==> config.mk <==
export PLATFORM = sky130hd
export DESIGN_NAME = seq_divider
export DESIGN_NICKNAME = d
export VERILOG_FILES = /design/src/rtl/seq_divider_pkg.sv /design/src/rtl/seq_divider_step.sv /design/src/rtl/seq_divider.sv
export SDC_FILE = /design/constraint.sdc
export NUM_CORES = 1
export LEC_CHECK = 0
export CAP_MARGIN = 20
export CELL_PAD_IN_SITES_DETAIL_PLACEMENT = 1
export CELL_PAD_IN_SITES_GLOBAL_PLACEMENT = 2
export CORE_AREA = 5 5 286 288
export DETAILED_ROUTE_END_ITERATION = 12
export DIE_AREA = 0 0 291 293
export GPL_ROUTABILITY_DRIVEN = 0
export PLACE_DENSITY_LB_ADDON = 0.1
export SYNTH_ARGS = -nofsm -noshare
export SYNTH_HDL_FRONTEND = slang
export SYNTH_SLANG_ARGS = --single-unit
==> constraint.sdc <==
create_clock -name clk -period 5 [get_ports clk]
set_input_delay 0.5 -clock clk [delete_from_list [all_inputs] [get_ports clk]]
set_output_delay 0.5 -clock clk [all_outputs]
set_load 0.005 [all_outputs]
==> src/rtl/seq_divider_pkg.sv <==
// Shared definitions for the sequential RV64M divider: widths, FSM states and
// the two's-complement negate used for operand and result sign handling.
package seq_divider_pkg;

   localparam int XLEN      = 64;
   localparam int DIV_ITERS = 64;
   localparam int CNT_W     = 7;

   localparam logic [XLEN-1:0] INT64_MIN = {1'b1, {(XLEN-1){1'b0}}};
   localparam logic [XLEN-1:0] ALL_ONES  = '1;

   typedef enum logic [2:0] {
      S_IDLE = 3'd0,
      S_PREP = 3'd1,
      S_ITER = 3'd2,
      S_FIX  = 3'd3,
      S_DONE = 3'd4
   } state_e;

   function automatic logic [XLEN-1:0] neg64(input logic [XLEN-1:0] x);
      return '0 - x;
   endfunction

endpackage

==> src/rtl/seq_divider_step.sv <==
// One restoring-division iteration: shift in the next dividend bit, trial
// subtract the divisor, and keep the difference when it does not borrow.
module seq_divider_step
   import seq_divider_pkg::*;
(
   input  logic [XLEN-1:0] rem_i,
   input  logic            q_msb_i,
   input  logic [XLEN-1:0] divisor_i,
   output logic [XLEN-1:0] rem_o,
   output logic            take_o
);

   logic [XLEN-1:0] shifted;
   logic [XLEN:0]   diff;

   assign shifted = {rem_i[XLEN-2:0], q_msb_i};
   assign diff    = {1'b0, shifted} - {1'b0, divisor_i};

   // Bit XLEN of diff is the borrow. A bit shifted out of rem makes the true
   // partial remainder exceed any 64-bit divisor, so the subtract always wins.
   assign take_o = rem_i[XLEN-1] | ~diff[XLEN];
   assign rem_o  = take_o ? diff[XLEN-1:0] : shifted;

endmodule

==> src/rtl/seq_divider.sv <==
// Multi-cycle restoring divider for DIV/DIVU/REM/REMU; busy stalls the pipe
// until a one-cycle done pulse presents quotient, remainder and div_by_zero.
module seq_divider
   import seq_divider_pkg::*;
(
   input  logic            clk,
   input  logic            rst,
   input  logic            start,
   input  logic            is_signed,
   input  logic [XLEN-1:0] dividend,
   input  logic [XLEN-1:0] divisor,
   output logic            busy,
   output logic            done,
   output logic [XLEN-1:0] quotient,
   output logic [XLEN-1:0] remainder,
   output logic            div_by_zero
);

   state_e           state_q;
   logic [CNT_W-1:0] cnt_q;
   logic [XLEN-1:0]  dividend_q, divisor_q, dvs_abs_q;
   logic [XLEN-1:0]  qreg_q, rem_q;
   logic             signed_q, q_neg_q, r_neg_q;

   logic             dvd_neg, dvs_neg, is_dbz, is_ovf, take_d;
   logic [XLEN-1:0]  dvd_abs, dvs_abs, rem_d, quotient_d, remainder_d;

   assign dvd_neg = signed_q & dividend_q[XLEN-1];
   assign dvs_neg = signed_q & divisor_q[XLEN-1];
   assign dvd_abs = dvd_neg ? neg64(dividend_q) : dividend_q;
   assign dvs_abs = dvs_neg ? neg64(divisor_q) : divisor_q;

   // Special cases are judged on the raw operands, before any sign fix-up.
   assign is_dbz = (divisor_q == '0);
   assign is_ovf = signed_q && (dividend_q == INT64_MIN) && (divisor_q == ALL_ONES);

   assign quotient_d  = q_neg_q ? neg64(qreg_q) : qreg_q;
   assign remainder_d = r_neg_q ? neg64(rem_q) : rem_q;

   seq_divider_step u_step (
      .rem_i     (rem_q),
      .q_msb_i   (qreg_q[XLEN-1]),
      .divisor_i (dvs_abs_q),
      .rem_o     (rem_d),
      .take_o    (take_d)
   );

   // NOTE: every register here uses <= so all reads see pre-edge values.
   always_ff @(posedge clk) begin
      if (rst) begin
         state_q     <= S_IDLE;
         cnt_q       <= '0;
         dividend_q  <= '0;
         divisor_q   <= '0;
         dvs_abs_q   <= '0;
         qreg_q      <= '0;
         rem_q       <= '0;
         signed_q    <= 1'b0;
         q_neg_q     <= 1'b0;
         r_neg_q     <= 1'b0;
         busy        <= 1'b0;
         done        <= 1'b0;
         quotient    <= '0;
         remainder   <= '0;
         div_by_zero <= 1'b0;
      end else begin
         case (state_q)
            S_IDLE: begin
               if (start) begin
                  dividend_q <= dividend;
                  divisor_q  <= divisor;
                  signed_q   <= is_signed;
                  busy       <= 1'b1;
                  state_q    <= S_PREP;
               end
            end
            S_PREP: begin
               cnt_q     <= '0;
               dvs_abs_q <= dvs_abs;
               if (is_dbz || is_ovf) begin
                  // Load the final answer directly so FIX passes it through unchanged.
                  qreg_q      <= is_dbz ? ALL_ONES : INT64_MIN;
                  rem_q       <= is_dbz ? dividend_q : '0;
                  q_neg_q     <= 1'b0;
                  r_neg_q     <= 1'b0;
                  div_by_zero <= is_dbz;
                  state_q     <= S_FIX;
               end else begin
                  qreg_q      <= dvd_abs;
                  rem_q       <= '0;
                  q_neg_q     <= dvd_neg ^ dvs_neg;
                  r_neg_q     <= dvd_neg;
                  div_by_zero <= 1'b0;
                  state_q     <= S_ITER;
               end
            end
            S_ITER: begin
               rem_q  <= rem_d;
               qreg_q <= {qreg_q[XLEN-2:0], take_d};
               cnt_q  <= cnt_q + CNT_W'(1);
               if (cnt_q == CNT_W'(DIV_ITERS - 1)) state_q <= S_FIX;
            end
            S_FIX: begin
               quotient  <= quotient_d;
               remainder <= remainder_d;
               busy      <= 1'b0;
               done      <= 1'b1;
               state_q   <= S_DONE;
            end
            S_DONE: begin
               done    <= 1'b0;
               state_q <= S_IDLE;
            end
            default: state_q <= S_IDLE;
         endcase
      end
   end

endmodule
Fig. 1: run 1, cells coloured by class
Fill, decap, tap and diode cells in grey.
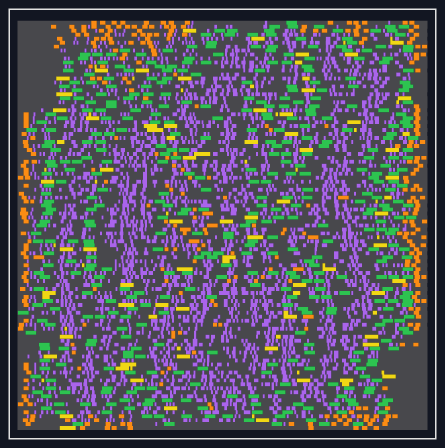
[green] sequential cells | cells: 464 | share of their area: 30%
[yellow] clock drivers and dummy loads | cells: 107 | share of their area: 6.5%
[orange] remaining buffers and delay cells | cells: 343 | share of their area: 11%
[purple] remaining logic cells | cells: 2740 | share of their area: 53%

Fig. 2: run 1, cell placement
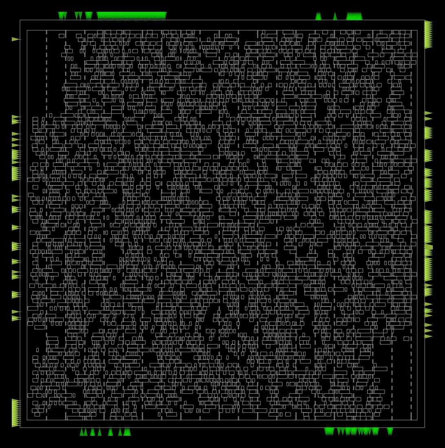
count of sequential standard cells: 464
placeable core area: 0.0786 mm^2

==> notes.md, run 1 <==
Synthesis and place-and-route results.

- The startpoint identified for the worst hold timing path is rst.
- The main area contributors are sky130_fd_sc_hd__dfxtp_1 (35%), sky130_fd_sc_hd__a21oi_1 (7.3%), sky130_fd_sc_hd__nand2_1 (7.1%).
- In this run the maximum-capacitance check reported violations numbering 0.
- The total iterations of the first detailed-routing run is 5.
- The switching share of power is 39.1%.
- The OpenROAD report gives the critical path a required time of 5.47 ns.
- The highest clock rate is 235 MHz.
- After clock tree synthesis, the repair step resized 0 gates.
- Setup repair after global routing left no endpoint under its margin.
- The final design was reported to hold multi-input combinational gates totalling 2636.
- After floorplanning, the core was divided into 103 placement rows.
- The via density per instance is 5.71.
- The inverter tally of the final layout excluding the clock network is 104.
- The largest cell class by area is multi-input combinational cells.
- Per the post-CTS timing run, clock transition at the registers of the reported paths is 0.06 ns.
- The layout filler cell count is 9430.
- The maximum number of pins on one net before global-route repair is 237.
- For this design, Yosys synthesis ends with a cell count of 3445.
- The slew check shows that the tightest pin keeps a relative margin of roughly a quarter.
- The worst setup path is launched from a flip-flop.
- The final-layout clock buffer total is about 75.
- The yosys stat chip area is 0.0265 mm^2.
- In this run, distinct cell masters in the synthesized netlist total 86.
- The launching instance or port of the critical path is rem_q[26].
- The per-instance average area after synthesis is between 7 and 8 um^2.
- The total congestion overflow is 0.
- The most critical setup path has its endpoint at rem_q[61].
- The layout cell share with drive strength beyond 1 is 6.32%.
- The yosys warning tally is 0.
- Warnings raised by the tools during the run amount to 35.
- After legalization and detailed placement, the total HPWL measured 89.3 mm.
- The leading area contributor after synthesis is sky130_fd_sc_hd__dfxtp_1.
- The worst path arrival time is 4.73 ns.
- After detailed routing, the average wire length per cell comes to 24.6 um.
- The final hold violation count is 0.
- The number of global-route vias before repair came to approximately 27000.
- Between the synthesized netlist and the finished layout, the area growth was recorded as 21.8%.
- The number of CTS-inserted buffers is between 50 and 60.
- The proportion of cell area occupied by multi-input gates is 49.3%.
- The area share of the largest cell type after synthesis is about a third.
- The number of nets at floorplan is 3648.
- The well-tap cell count is 1050.
- The post-synth count of flops with an enable pin is 0.
- The most frequently used library cell after synthesis is sky130_fd_sc_hd__nand2_1.
- In this run, synthesis produced a sequential element count of 464.
- The post-route DRC violation count is 0.
- The highest supply drop recorded on VDD is approximately 300 uV.
- Summed over all layers, the routed wires come to 116 mm.
- For the final routed database, the setup TNS stands at 0 ns.
- The combined area of all synthesized cells is between 0.02 and 0.03 mm^2.
- The worst register-to-register path has a setup slack of 0.74 ns.
- For this run, the register share of the synthesized area comes to between 30% and 40%.
- The cell count after synthesis is ~3400.
- The maximum clock insertion buffer count is 3.
- The number of hold-repair buffers added at the cts stage is 0.
- As logged by OpenROAD, the buffers inserted on ports number 262.
- As reported, the later end of the worst-skew pair has a clock insertion delay of 0.64 ns.
- For the worst reg-to-reg path, the endpoint reported by OpenROAD is rem_q[61].
- The worst path in the final design needs a cycle of about 4.3 ns, including I/O delays and setup.
- The power report lists cell-internal power as 8.65 mW.
- In this run the horizontal extent of the chip is 291 um.
- Summing all multi-input logic gate instances after layout gives 0.0159 mm^2.
- The number of top-level pins is roughly 260.
- The commonest register cell after synthesis is sky130_fd_sc_hd__dfxtp_1.
- TritonCTS built the clock tree.
- The run finished with clean final reports.
- The final antenna diode tally reported by the flow is 0.
- The final clock skew is roughly 0.024 ns.
- The number of placed instances, taps included, is around 4600.
- In this run, the number of DRC markers left after iteration 0 of detailed routing was about 1700.
- The initial antenna violation count is 3.
- The worst-case reg-to-reg path depth is 12.
- Once the clock tree was built, the setup fixing pass inserted 0 buffers.
- The buffer cell driving the clock tree root is sky130_fd_sc_hd__clkbuf_16.
- The endpoint kind of the worst setup timing path is a flip-flop.
- The type of the setup path with the least slack is flip-flop to flip-flop.
- The portion of the layout cell area used by clock cells is 6.22%.
- The TritonCTS sink count is about 460.
- The layout report gives the register share of total cell area as 28.8%.
- The layout report lists the combined flip-flop and latch area as approximately 0.0093 mm^2.
- The total number of H-tree levels is 2.
- The relative area of non-clock buffer cells in the final design is 10.4%.
- Pins over their slew limit in the final report were tallied at 0.
- The flow reports that sequential cells draw 32.4% of the design power.
- The final setup violation count is 0.
- The peak fanout along the critical path is 8.
- The min-delay analysis places its worst path in the category input port to flip-flop.
- The number of nets in the finished design is ~3800.
- The switching power summed over all nets is 5.55 mW.
- The initial utilization of the core area, before any placement, comes to 33.7%.
- The clock network accounts for about 31% of the total power.
- The endpoint with the worst hold slack is dividend_q[62].
- The flow reports that combinational logic draws 36.3% of the design power.
- The analysis attributes to cell leakage a power of 11.5 nW.
- For reference, the top cells by count after synthesis are sky130_fd_sc_hd__nand2_1 (500), sky130_fd_sc_hd__dfxtp_1 (464), sky130_fd_sc_hd__a21oi_1 (387).
- The number of nets still failing antenna checks after routing is 0.
- The fraction of registers with async set/reset is 0%.
- Counting instances, the worst hold path has a depth of 2.
- In this run the vertical extent of the chip is 293 um.
- The number of vias in the routed layout is between 20000 and 30000.
- The combined global-route utilization of all metal layers is 25.9%.
- The die covers 0.0853 mm^2.
- The final critical path takes up a little under nine tenths of the cycle.
- The power density over cell area is around 440 mW/mm^2.
- After the flow finishes, the layout carries non-filler instances totaling 4704.
- The launch point of the worst register-to-register path is recorded as rem_q[26].
- At the pin with the least slew margin, the transition time is 1.10 ns.
- The wire length of the first global-routing pass is 174 mm.
- The count of plain and timing-repair buffers is between 300 and 400.
Fig. 3: run 1, metal 3
The bar under the picture is 100 um long.
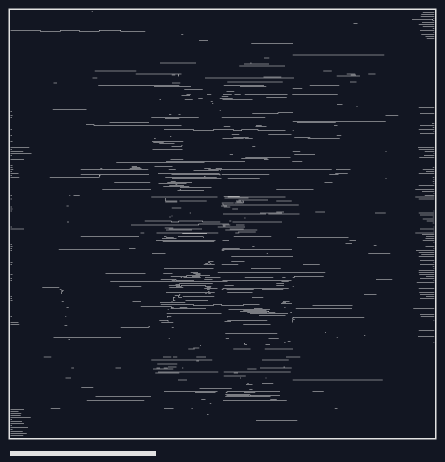
nets with wire on the layer: 373
wire length on this layer: 6380 um

[run 1: power by group through the flow]
| stage | Clock, mW | Sequential [mW] | Combinational (mW) |
|---|---|---|---|
| floorplan | 0 | 4.41 | 3.38 |
| global placement | 0 | 4.64 | 5.01 |
| detailed placement | 0 | 4.66 | 5.06 |
| CTS | 4.54 | 4.58 | 5.09 |
| global route | 4.68 | 4.62 | 5.59 |
| finish | 4.45 | 4.60 | 5.15 |
[run 1: sequential cells by signal, summed over array words and instances, names as in the netlist]
| name | flops |
|---|---|
| done | 1 |
| state_q | 3 |
| q_neg_q | 1 |
| qreg_q | 64 |
| dividend_q | 64 |
| div_by_zero | 1 |
| signed_q | 1 |
| divisor_q | 64 |
| remainder | 64 |
| dvs_abs_q | 64 |
| rem_q | 64 |
| busy | 1 |
| quotient | 64 |
| r_neg_q | 1 |
| cnt_q | 7 |
[run 1: cells in the final DEF, fill, tap and decap left out, types with 100 or more instances in the layout]
cell type / Yosys / final
sky130_fd_sc_hd__xor2_1: 188 / 188
sky130_fd_sc_hd__a21oi_1: 387 / 387
sky130_fd_sc_hd__dfxtp_1: 464 / 462
sky130_fd_sc_hd__clkdlybuf4s50_1: 0 / 261
sky130_fd_sc_hd__xnor2_1: 100 / 100
sky130_fd_sc_hd__nand2_1: 500 / 498
sky130_fd_sc_hd__a211oi_1: 178 / 178
sky130_fd_sc_hd__nor2_1: 321 / 318
sky130_fd_sc_hd__inv_1: 104 / 104
sky130_fd_sc_hd__o21ai_0: 151 / 151
[run 1: stage by stage]
stage | util [%] | area, um^2 | setup WS, ns | total power [mW] | hold slack, ns
after CTS | 41.0 | 32200 | 0.857 | 14.2 | 0.393
after global placement | 38.5 | 30200 | 0.978 | 9.65 | 0.445
final | 41.0 | 32300 | 0.740 | 14.2 | 0.369
after detailed placement | 38.5 | 30200 | 0.916 | 9.72 | 0.447
after floorplan | - | 26500 | 1.46 | 7.79 | 0.432
after global routing | 41.0 | 32300 | 0.489 | 14.9 | 0.421
[run 1: cells by family after synthesis]
family / synth area share [%]
xor gates and xnor gates: 9.52
adders and majority gates: 3.38
DFF: 35.1
buffers and inverters: 5.05
muxes: 0.156
AOI/OAI and AO/OA: 26.1
and+or+nand+nor: 20.7
[run 1: critical path, cell delays in order, from the launching register on]
cell                        delay [ns]
sky130_fd_sc_hd__dfxtp_1          0.40
sky130_fd_sc_hd__ha_1             0.44
sky130_fd_sc_hd__nand4_1          0.25
sky130_fd_sc_hd__nor4_1           0.53
sky130_fd_sc_hd__nand2b_1         0.14
sky130_fd_sc_hd__a2111oi_0        0.57
sky130_fd_sc_hd__buf_4            0.22
sky130_fd_sc_hd__o31ai_1          0.11
sky130_fd_sc_hd__a31oi_1          0.49
sky130_fd_sc_hd__a21oi_1          0.24
sky130_fd_sc_hd__o41ai_1          0.42
sky130_fd_sc_hd__xnor2_1          0.17
sky130_fd_sc_hd__o32ai_1          0.10
[run 1: per-layer routing]
metal  up-vias  GRT usage (%)  part of all wire (%)
li1      12716              -                     -
met1     13155           36.8                    47
met2       806           39.6                    43
met3       175           3.24                   5.5
met4         0           11.4                   5.1
met5         -              0                     0
## Run 2: what changed since run 1
--- a/config.mk
+++ b/config.mk
@@ -13,6 +13,7 @@
 export DIE_AREA = 0 0 291 293
 export GPL_ROUTABILITY_DRIVEN = 0
 export PLACE_DENSITY_LB_ADDON = 0.1
+export REMOVE_ABC_BUFFERS = 1
 export SYNTH_ARGS = -nofsm -noshare
 export SYNTH_HDL_FRONTEND = slang
 export SYNTH_SLANG_ARGS = --single-unit
==> notes.md, run 2 <==
Synthesis and place-and-route results.

- In the final run the clock tree shows a worst skew of about 0.023 ns.
- For this design the top-level I/O count stands at around 260.
- The worst VDD IR drop from the latest analysis is 274 uV.
- The height of the die is 293 um.
- No sink is reached through more buffers than the 3 on the longest clock path.
- The worst hold path depth is 2.
- Setup repair after global routing left no endpoint under its margin.
- The final hold violation count is 0.
- The core area is ~0.08 mm^2.
- STA classifies the critical path startpoint as a flip-flop.
- The post-route DRC violation count is 0.
- Power spread over the standard cell area amounts to 431 mW/mm^2.
- The area share of the largest cell type after synthesis is 35.1%.
- The wire length after detailed routing is 103 mm.
- The number of buffers added for setup after CTS is 0.
- In this run the cell area of the synthesized design comes to roughly 0.026 mm^2.
- The yosys warning tally is 0.
- The time the final worst path needs with I/O delays and setup is 4.50 ns.
- The logs give a warning total of 41.
- The clock transition time at the flip-flop clock pins of the worst setup and hold paths is 0.06 ns.
- The detailed-route wire length per cell is 22.0 um.
- Global routing finished with a remaining overflow of 0.
- The final setup violation count is 0.
- For this run the top cell type by instance count after synthesis was sky130_fd_sc_hd__nand2_1.
- The number of max-cap violations is 0.
- The layout cell share with drive strength beyond 1 is between 5 and 6%.
- The commonest register cell after synthesis is sky130_fd_sc_hd__dfxtp_1.
- The number of global-route vias before repair is between 20000 and 30000.
- The worst endpoint required time is roughly 5.5 ns.
- According to the report, the first pass of detailed routing completed in 5 iterations.
- The per-instance average area after synthesis is 7.69 um^2.
- Row generation in the floorplan step produced slightly above 100 rows.
- Looking at area per cell type in the netlist, the leader is sky130_fd_sc_hd__dfxtp_1.
- The post-route worst hold slack is 0.332 ns.
- The critical path is of the flip-flop to flip-flop type.
- The number of nets in the finished design is roughly 3800.
- In the synthesized netlist the async set-or-reset flop fraction comes to 0%.
- The placed wire-length estimate is 78.0 mm.
- Clock tree synthesis inserted a total of between 50 and 60 buffers.
- The combined global-route utilization of all metal layers is approximately 23%.
- The post-synth register bit count is 464.
- The number of gates resized after CTS was 0.
- Measured against its own limit, the worst slew margin works out to ~28%.
- Ranked by instance count, the synthesized netlist is headed by sky130_fd_sc_hd__nand2_1 (500), sky130_fd_sc_hd__dfxtp_1 (464), sky130_fd_sc_hd__a21oi_1 (387).
- The sequential element share of the synthesized area is 35.1%.
- The final layout report lists a filler cell count of about 9400.
- The power report puts the leakage power at 11.4 nW.
- Summing over every cut layer, the via total after detailed routing is 25910.
- The clock latency at the later pin of the worst-skew pair is between 0.6 and 0.7 ns.
- Looking at the max-slew report, the worst-margin pin has a slew of 1.08 ns.
- Yosys mapped a number of flops with a built-in enable equal to 0.
- The post-synthesis cell count from yosys is between 3000 and 4000.
- The worst register-to-register path has a setup slack of between 0.4 and 0.5 ns.
- In this run the layout overhead on the synthesized area is reported as 20.8%.
- The critical register-to-register path endpoint is rem_q[10].
- The share of the cycle needed by the critical path after routing is 90.0%.
- The worst-case reg-to-reg path depth is 10.
- The clock drives 464 sinks.
- In the floorplan report the effective utilization is between 30% and 40%.
- The number of hold-repair buffers added at the cts stage is 0.
- The cell count after synthesis is 3445.
- Per the hold report, the tightest min-delay path originates at rst.
- The peak fanout along the critical path is 24.
- The floorplan step set the die width to slightly below 300 um.
- The run finished with clean final reports.
- The main area contributors are sky130_fd_sc_hd__dfxtp_1 (35%), sky130_fd_sc_hd__a21oi_1 (7.3%), sky130_fd_sc_hd__nand2_1 (7.1%).
- TritonCTS built the clock tree.
- Post-synthesis, Yosys gives the total cell area as 0.0265 mm^2.
- The total die size is between 0.08 and 0.09 mm^2.
- The number of distinct library cells after synthesis is 86.
- The worst hold path terminates at divisor_q[60].
- The worst setup path is captured at a flip-flop.
- The beginning of the worst register-to-register path is divisor_q[3].
- The utilization after layout is 40.7%.
- The summed negative setup slack over all endpoints is 0 ns.
- Per the placement log, port buffering inserted between 200 and 300 buffers.
- The most common logic cells in the final layout are sky130_fd_sc_hd__nand2_1 (497), sky130_fd_sc_hd__dfxtp_1 (462), sky130_fd_sc_hd__a21oi_1 (387), sky130_fd_sc_hd__nor2_1 (319), sky130_fd_sc_hd__clkdlybuf4s50_1 (261).
- Based on the critical path, the design can be clocked at up to roughly 220 MHz.
- The worst min-delay path class is input port to flip-flop.
- The buffer cell driving the clock tree root is sky130_fd_sc_hd__clkbuf_16.
- Nets still carrying antenna violations after routing amount to 0.
- On the critical path the data arrives at 5.03 ns.
- In this run the worst setup path begins at divisor_q[3].
- The detailed router finished its first iteration with 1531 violations.
- The total number of H-tree levels is 2.
- The wire length of the first global-routing pass is 159 mm.
- The via density per instance is 5.55.
- The maximum number of pins on one net before global-route repair is about 190.
- The initial antenna violation count is 5.
- The number of pins with negative max-slew slack in the final report is 0.
- The most used logic cell in the final layout is sky130_fd_sc_hd__nand2_1.
## run 2: logic make-up after synthesis
family / after synthesis / share of synthesized area, %
simple gates: 1195 / 20.7
compound gates: 1078 / 26.1
flops: 464 / 35.1
buf+inv: 345 / 5.05
xor+xnor: 288 / 9.52
fa+ha+maj: 71 / 3.38
mux: 4 / 0.156
## run 2: layout make-up
cell class	instances	area, um^2	area share (%)
Clock inverter	18	303	0.946
Antenna cell	2	5.00	0.0156
Timing Repair Buffer	318	3170	9.92
Sequential cell	464	9290	29.0
Inverter	104	390	1.22
Multi-Input combinational cell	2636	15900	49.7
Tap cell	1050	1310	4.11
Clock buffer	79	1620	5.06
## run 2: worst max-delay path by stage
stage              endpoint  cells after the start
3_3_place_gp   quotient[63]                      9
2_1_floorplan     rem_q[62]                      6
6_report          rem_q[10]                     10
3_5_place_dp     qreg_q[23]                      9
5_1_grt          qreg_q[23]                      9
4_1_cts           rem_q[10]                     10
## run 2: worst max-delay path, stage by stage (launching register included)
cell                      delay [ns]
sky130_fd_sc_hd__dfxtp_1        0.37
sky130_fd_sc_hd__nor4_1         0.51
sky130_fd_sc_hd__nor4b_1        0.55
sky130_fd_sc_hd__nand3_1        0.30
sky130_fd_sc_hd__or4_4          0.59
sky130_fd_sc_hd__or4_1          0.92
sky130_fd_sc_hd__nor2_8         0.45
sky130_fd_sc_hd__buf_12         0.23
sky130_fd_sc_hd__a221o_1        0.16
sky130_fd_sc_hd__a21oi_1        0.05
sky130_fd_sc_hd__nor3_1         0.23
## run 2: report_power, final
| part | internal (mW) | leakage (nW) | switching (mW) |
|---|---|---|---|
| clock network | 2.61 | 0.949 | 1.70 |
| logic | 1.90 | 6.64 | 3.03 |
| registers | 4.03 | 3.79 | 0.548 |
## run 2: stage by stage
stage          setup slack (ns)  total power [mW]  std cells  cell area, um^2
2_1_floorplan            -11.26              7.77       3204            25500
3_3_place_gp             0.0231              9.40       4572            30100
3_5_place_dp              0.560              9.50       4572            30100
4_1_cts                   0.504              13.9       4669            32000
5_1_grt                   0.320              14.6       4669            32000
6_report                  0.500              13.8       4671            32000
## run 2: layer usage
metal	track usage (%)	routed length, um	up-vias
met2	37.3	46400	576
met5	0	0	-
met3	3.36	4860	127
li1	-	-	12646
met4	6.04	2750	0
met1	32.4	48800	12561
Fig. 4: run 2, the metal 2 layer
Cells faint in the background.
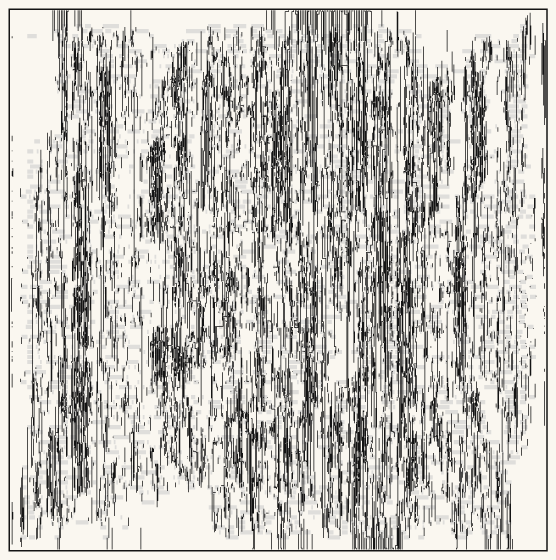
nets with wire on the layer: 3104
main direction: vertical
share of all routed wire: 45%

Fig. 5: run 2, cells coloured by class
Fill, decap, tap and diode cells in grey.
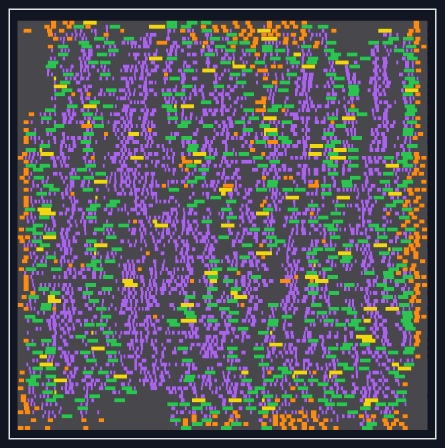
[yellow] clock drivers and dummy loads | cells: 97 | share of their area: 6.3%
[purple] remaining logic cells | cells: 2740 | share of their area: 53%
[orange] remaining buffers and delay cells | cells: 318 | share of their area: 10%
[green] sequential cells | cells: 464 | share of their area: 30%

Power figures rest on the tool's default switching activity, not on a simulated workload.
